[src/rtl/vga_capture_pkg.sv]
// Shared types and helpers for the camera-side binarized line capture (vga_line_capture).
package vga_capture_pkg;

   typedef enum logic [1:0] {IDLE, FRAME, LINE, WRITE} state_t;

   localparam int HACTIVE_DEF = 640;
   localparam int VACTIVE_DEF = 480;
   localparam int PIX_W_MAX   = 32;

   // Pixels arrive zero-extended to PIX_W_MAX so one compare serves any camera width.
   function automatic logic binarize(input logic [PIX_W_MAX-1:0] pixel,
                                     input logic [PIX_W_MAX-1:0] threshold,
                                     input logic                 dark_is_one);
      return dark_is_one ? (pixel < threshold) : (pixel >= threshold);
   endfunction

endpackage

[src/rtl/vga_line_capture_line_packer.sv]
// Packs binarized pixels of one line into an HACTIVE-bit word and checks the line length.
// Optional horizontal 3-tap majority filter: `define VGA_LINE_CAPTURE_HFILTER_EN.
module vga_line_capture_line_packer #(
   parameter int HACTIVE = 640
) (
   input  logic               VCLK,
   input  logic               RST_N,
   input  logic               start,
   input  logic               capture,
   input  logic               bit_in,
   output logic [HACTIVE-1:0] data,
   output logic               length_ok
);

   localparam int HW = $clog2(HACTIVE + 2);
   localparam int IW = $clog2(HACTIVE);

   logic [HW-1:0]      h_cnt;
   logic [HACTIVE-1:0] raw;

   // NOTE: sequential state uses non-blocking assignments so every register
   // samples pre-edge values, independent of block ordering.
   // NOTE: the line register is reset along with the counter so an aborted
   // line can never leak stale bits into a later short line.
   always_ff @(posedge VCLK or negedge RST_N) begin
      if (!RST_N) begin
         h_cnt <= '0;
         raw   <= '0;
      end else if (start) begin
         raw   <= HACTIVE'(bit_in);
         h_cnt <= HW'(1);
      end else if (capture) begin
         if (h_cnt < HW'(HACTIVE))
            raw[h_cnt[IW-1:0]] <= bit_in;
         // Saturating one past HACTIVE is enough to tell "too long" from "exact".
         if (h_cnt != HW'(HACTIVE + 1))
            h_cnt <= h_cnt + 1'b1;
      end
   end

   assign length_ok = (h_cnt == HW'(HACTIVE));

`ifdef VGA_LINE_CAPTURE_HFILTER_EN
   logic [HACTIVE+1:0] padded;
   assign padded = {1'b0, raw, 1'b0};

   // Majority over the fully captured raw line, so the last bit is ready at the DE fall.
   always_comb begin
      data = '0;
      for (int n = 0; n < HACTIVE; n++)
         data[n] = (padded[n] & padded[n+1]) | (padded[n] & padded[n+2]) |
                   (padded[n+1] & padded[n+2]);
   end
`else
   assign data = raw;
`endif

endmodule

[src/rtl/vga_line_capture.sv]
// Camera-side writer of binarized lines into the VGA line memory (MEMOUT_0 plane).
// Optional horizontal majority filter: `define VGA_LINE_CAPTURE_HFILTER_EN.
module vga_line_capture
   import vga_capture_pkg::*;
#(
   parameter int ADDR_WIDTH  = 11,
   parameter int HACTIVE     = HACTIVE_DEF,
   parameter int VACTIVE     = VACTIVE_DEF,
   parameter int PIXEL_WIDTH = 8,
   parameter int DARK_IS_ONE = 1
) (
   input  logic                   VCLK,
   input  logic                   RST_N,
   input  logic                   iCAPTURE_EN,
   input  logic                   iVSYNC,
   input  logic                   iHSYNC,
   input  logic                   iDE,
   input  logic [PIXEL_WIDTH-1:0] iPIXEL,
   input  logic [PIXEL_WIDTH-1:0] iTHRESHOLD,
   output logic                   oMEM_WE,
   output logic [ADDR_WIDTH-1:0]  oMEM_ADDR,
   output logic [HACTIVE-1:0]     oMEM_DATA,
   output logic                   oFRAME_DONE,
   output logic [ADDR_WIDTH-1:0]  oLINE_CNT,
   output logic                   oLINE_ERR
);

   localparam logic [ADDR_WIDTH-1:0] V_LIMIT = ADDR_WIDTH'(VACTIVE);

   state_t                 state, state_next;
   logic                   vsync_q, de_q, vsync_rise, de_rise, pix_bit;
   logic                   start_line, capture, line_end, frame_end, abort_line, new_frame;
   logic [HACTIVE-1:0]     line_data;
   logic                   length_ok;
   logic [ADDR_WIDTH-1:0]  v_cnt;
   logic                   unused_hsync;

   assign unused_hsync = iHSYNC;
   assign vsync_rise   = iVSYNC & ~vsync_q;
   assign de_rise      = iDE & ~de_q;
   assign pix_bit      = binarize(PIX_W_MAX'(iPIXEL), PIX_W_MAX'(iTHRESHOLD), DARK_IS_ONE != 0);

   vga_line_capture_line_packer #(.HACTIVE(HACTIVE)) u_packer (
      .VCLK      (VCLK),
      .RST_N     (RST_N),
      .start     (start_line),
      .capture   (capture),
      .bit_in    (pix_bit),
      .data      (line_data),
      .length_ok (length_ok)
   );

   always_ff @(posedge VCLK or negedge RST_N) begin
      if (!RST_N) state <= IDLE;
      else        state <= state_next;
   end

   // NOTE: every signal driven here gets a default first; a path that skips an
   // assignment would otherwise infer a latch.
   always_comb begin
      state_next = state;
      start_line = 1'b0;
      capture    = 1'b0;
      line_end   = 1'b0;
      frame_end  = 1'b0;
      abort_line = 1'b0;
      new_frame  = 1'b0;
      case (state)
         IDLE:  if (vsync_rise && iCAPTURE_EN) begin
                   new_frame  = 1'b1;
                   state_next = FRAME;
                end
         FRAME: if (vsync_rise) frame_end = 1'b1;
                else if (de_rise) begin
                   start_line = 1'b1;
                   state_next = LINE;
                end
         LINE:  if (vsync_rise) begin
                   abort_line = 1'b1;
                   frame_end  = 1'b1;
                end else if (iDE) capture = 1'b1;
                else begin
                   line_end   = 1'b1;
                   state_next = WRITE;
                end
         WRITE: if (vsync_rise) frame_end = 1'b1;
                else state_next = FRAME;
         default: state_next = IDLE;
      endcase
      // Capture enable is only honoured at frame boundaries.
      if (frame_end) begin
         new_frame  = iCAPTURE_EN;
         state_next = iCAPTURE_EN ? FRAME : IDLE;
      end
   end

   always_ff @(posedge VCLK or negedge RST_N) begin
      if (!RST_N) begin
         vsync_q     <= 1'b0;
         de_q        <= 1'b0;
         v_cnt       <= '0;
         oMEM_WE     <= 1'b0;
         oMEM_ADDR   <= '0;
         oMEM_DATA   <= '0;
         oFRAME_DONE <= 1'b0;
         oLINE_CNT   <= '0;
         oLINE_ERR   <= 1'b0;
      end else begin
         vsync_q     <= iVSYNC;
         de_q        <= iDE;
         oMEM_WE     <= 1'b0;
         oFRAME_DONE <= 1'b0;
         if (line_end) begin
            if (v_cnt < V_LIMIT) begin
               oMEM_WE   <= 1'b1;
               oMEM_ADDR <= v_cnt;
               oMEM_DATA <= line_data;
               v_cnt     <= v_cnt + 1'b1;
            end
            if (!length_ok) oLINE_ERR <= 1'b1;
         end
         if (frame_end) begin
            oFRAME_DONE <= 1'b1;
            oLINE_CNT   <= v_cnt;
         end
         if (abort_line) oLINE_ERR <= 1'b1;
         // Placed last so a continuing capture wins over the abort flag.
         if (new_frame) begin
            v_cnt     <= '0;
            oLINE_ERR <= 1'b0;
         end
      end
   end

endmodule

[config.mk]
export PLATFORM = sky130hd
export DESIGN_NAME = vga_line_capture
export DESIGN_NICKNAME = d
export VERILOG_FILES = /design/src/rtl/vga_capture_pkg.sv /design/src/rtl/vga_line_capture_line_packer.sv /design/src/rtl/vga_line_capture.sv
export SDC_FILE = /design/constraint.sdc
export NUM_CORES = 2
export LEC_CHECK = 0
export CORE_MARGIN = 1.5
export CORE_UTILIZATION = 56
export CTS_CLUSTER_DIAMETER = 50
export DETAILED_ROUTE_END_ITERATION = 8
export PLACE_DENSITY = 0.8
export RECOVER_POWER = 100
export SYNTH_ARGS = -nofsm -noshare
export SYNTH_HDL_FRONTEND = slang
export SYNTH_SLANG_ARGS = --single-unit
[constraint.sdc]
create_clock -name VCLK -period 2.69 [get_ports VCLK]
set_input_delay 0.538 -clock VCLK [delete_from_list [all_inputs] [get_ports VCLK]]
set_output_delay 0.538 -clock VCLK [all_outputs]
set_load 0.02 [all_outputs]
placement_by_type.png
Drawn at 1 px/um.
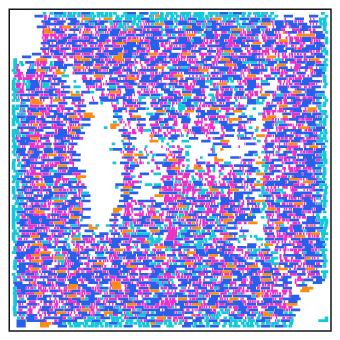
class	color	cells	share of their area
remaining buffers and delay cells	cyan	947	14%
clock drivers and dummy loads	orange	249	7.0%
sequential cells	blue	1330	49%
combinational and other logic	magenta	4590	30%

placement.png
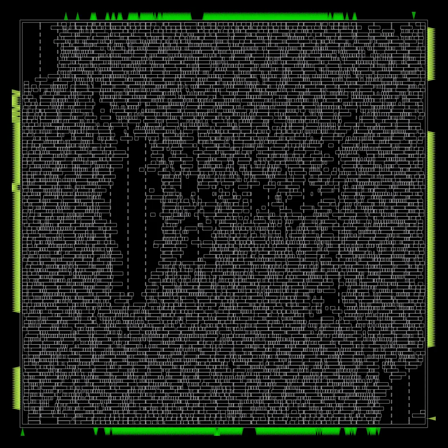
number of tapcells: 1298
final std cells w/o fill: 8417
registers: 1330
Util after Layout: 0.704
# fillers: 7318

==> changes_impl.md <==
## Flow update

* Cell area leaders: dfrtp_1 (59%), nand2_1 (17%), nand3_1 (5.5%)
* Worst clock skew at 37.4 ps
* CP top delay family: buffers and inverters
* Yosys top cell by instances: nand2_1
* Worst slack, placed at -293 ps
* Top class by area: flip-flops and latches
* Synth cell count leaders: nand2_1 (2518), dfrtp_1 (1330), nand3_1 (614), nor3_1 (515), clkbuf_1 (352)
* CTS HTree Levels at 4
* Final Max Tran Viols at between 300 and 400
* Final Hold Fails at 0
* First-pass GRT wire length at ~280000 um
* 1st-iter DRT viols at 4985
* Syn nets at around 6500
* Nets at roughly 7000
* Data buffer area share at 0.138
* Endpoint class of the critical path: flip-flop
* Final WL at 177000 um
* Dominant comb cell: simple AND/OR/NAND/NOR gates
* Max_cap viols at 4
* Number of clock buffers in the layout at around 210
* Antenna violations before repair at 4
* Failing checks: max-capacitance violations, max-slew violations
* CTS Root Cell: clkbuf_16
* Top-area cell share at 0.591
* Internal at between 30 and 40 mW
* Combinational share of cell area at 0.296
* Min Tclk post-route at approximately 2600 ps
* # port buffers at 685
* Site Rows at around 120
* Sequential share of cell area at 0.474
* Final GP Congestion at 0.877
* Crit share post-route at 0.960
* DP HPWL at 112000 um
* Largest Pwr Group: sequential cells
* Remaining DRCs at 0
* Arrival time worst endpoint at between 3000 and 4000 ps
* Routed len/inst at ~21 um
* Measured slew at the worst slew-check pin at 1580 ps
* Comb gates at approximately 4600
* CP Depth at 7
* Vias/cell at roughly 5.9
* Met2 Use GR at 0.526
* Worst setup path category: flip-flop to flip-flop
* Status: finished, violations left
* Register share after synthesis at 0.591
* Antenna diodes at 3
* Clock network area share at 0.0682
* TritonCTS clock tree: yes
* GR peak layer: met2
* YS chip area at approximately 0.056 mm2
* Flop pwr share at 0.442
* GRT Total Usage at 0.345
* Clock sinks at 1330
* Post-DP Area at 0.0660 mm2
* FF-to-FF Start: u_packer.h_cnt[7]
* Met3 wire len at 14900 um
* Floorplan utilization at 0.564
* Unrepaired setup endpoints after global routing: no
* Largest net degree at the start of global routing at 114
* Area delta synth->final at 24.7%
* CTS resizes at 0
* Seq. pwr at between 20 and 25 mW
* Distinct cells, synth at 56
* Worst Reg-to-Reg Cells at 7
* Placed Cells incl. Taps at 8164
clk_routes.png
Drawn at 1 px/um.
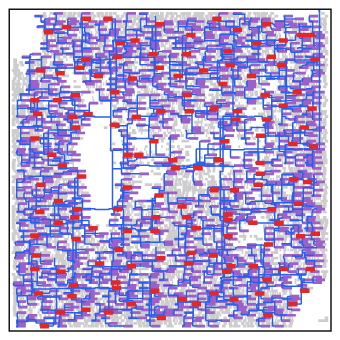
[clock drivers] red | count: 142
[flip-flops] purple | count: 1330
[clock wires] blue | length: 15400 um
flops lie	spread over the die
routed clock nets	143

Power figures rest on the tool's default switching activity, not on a simulated workload.
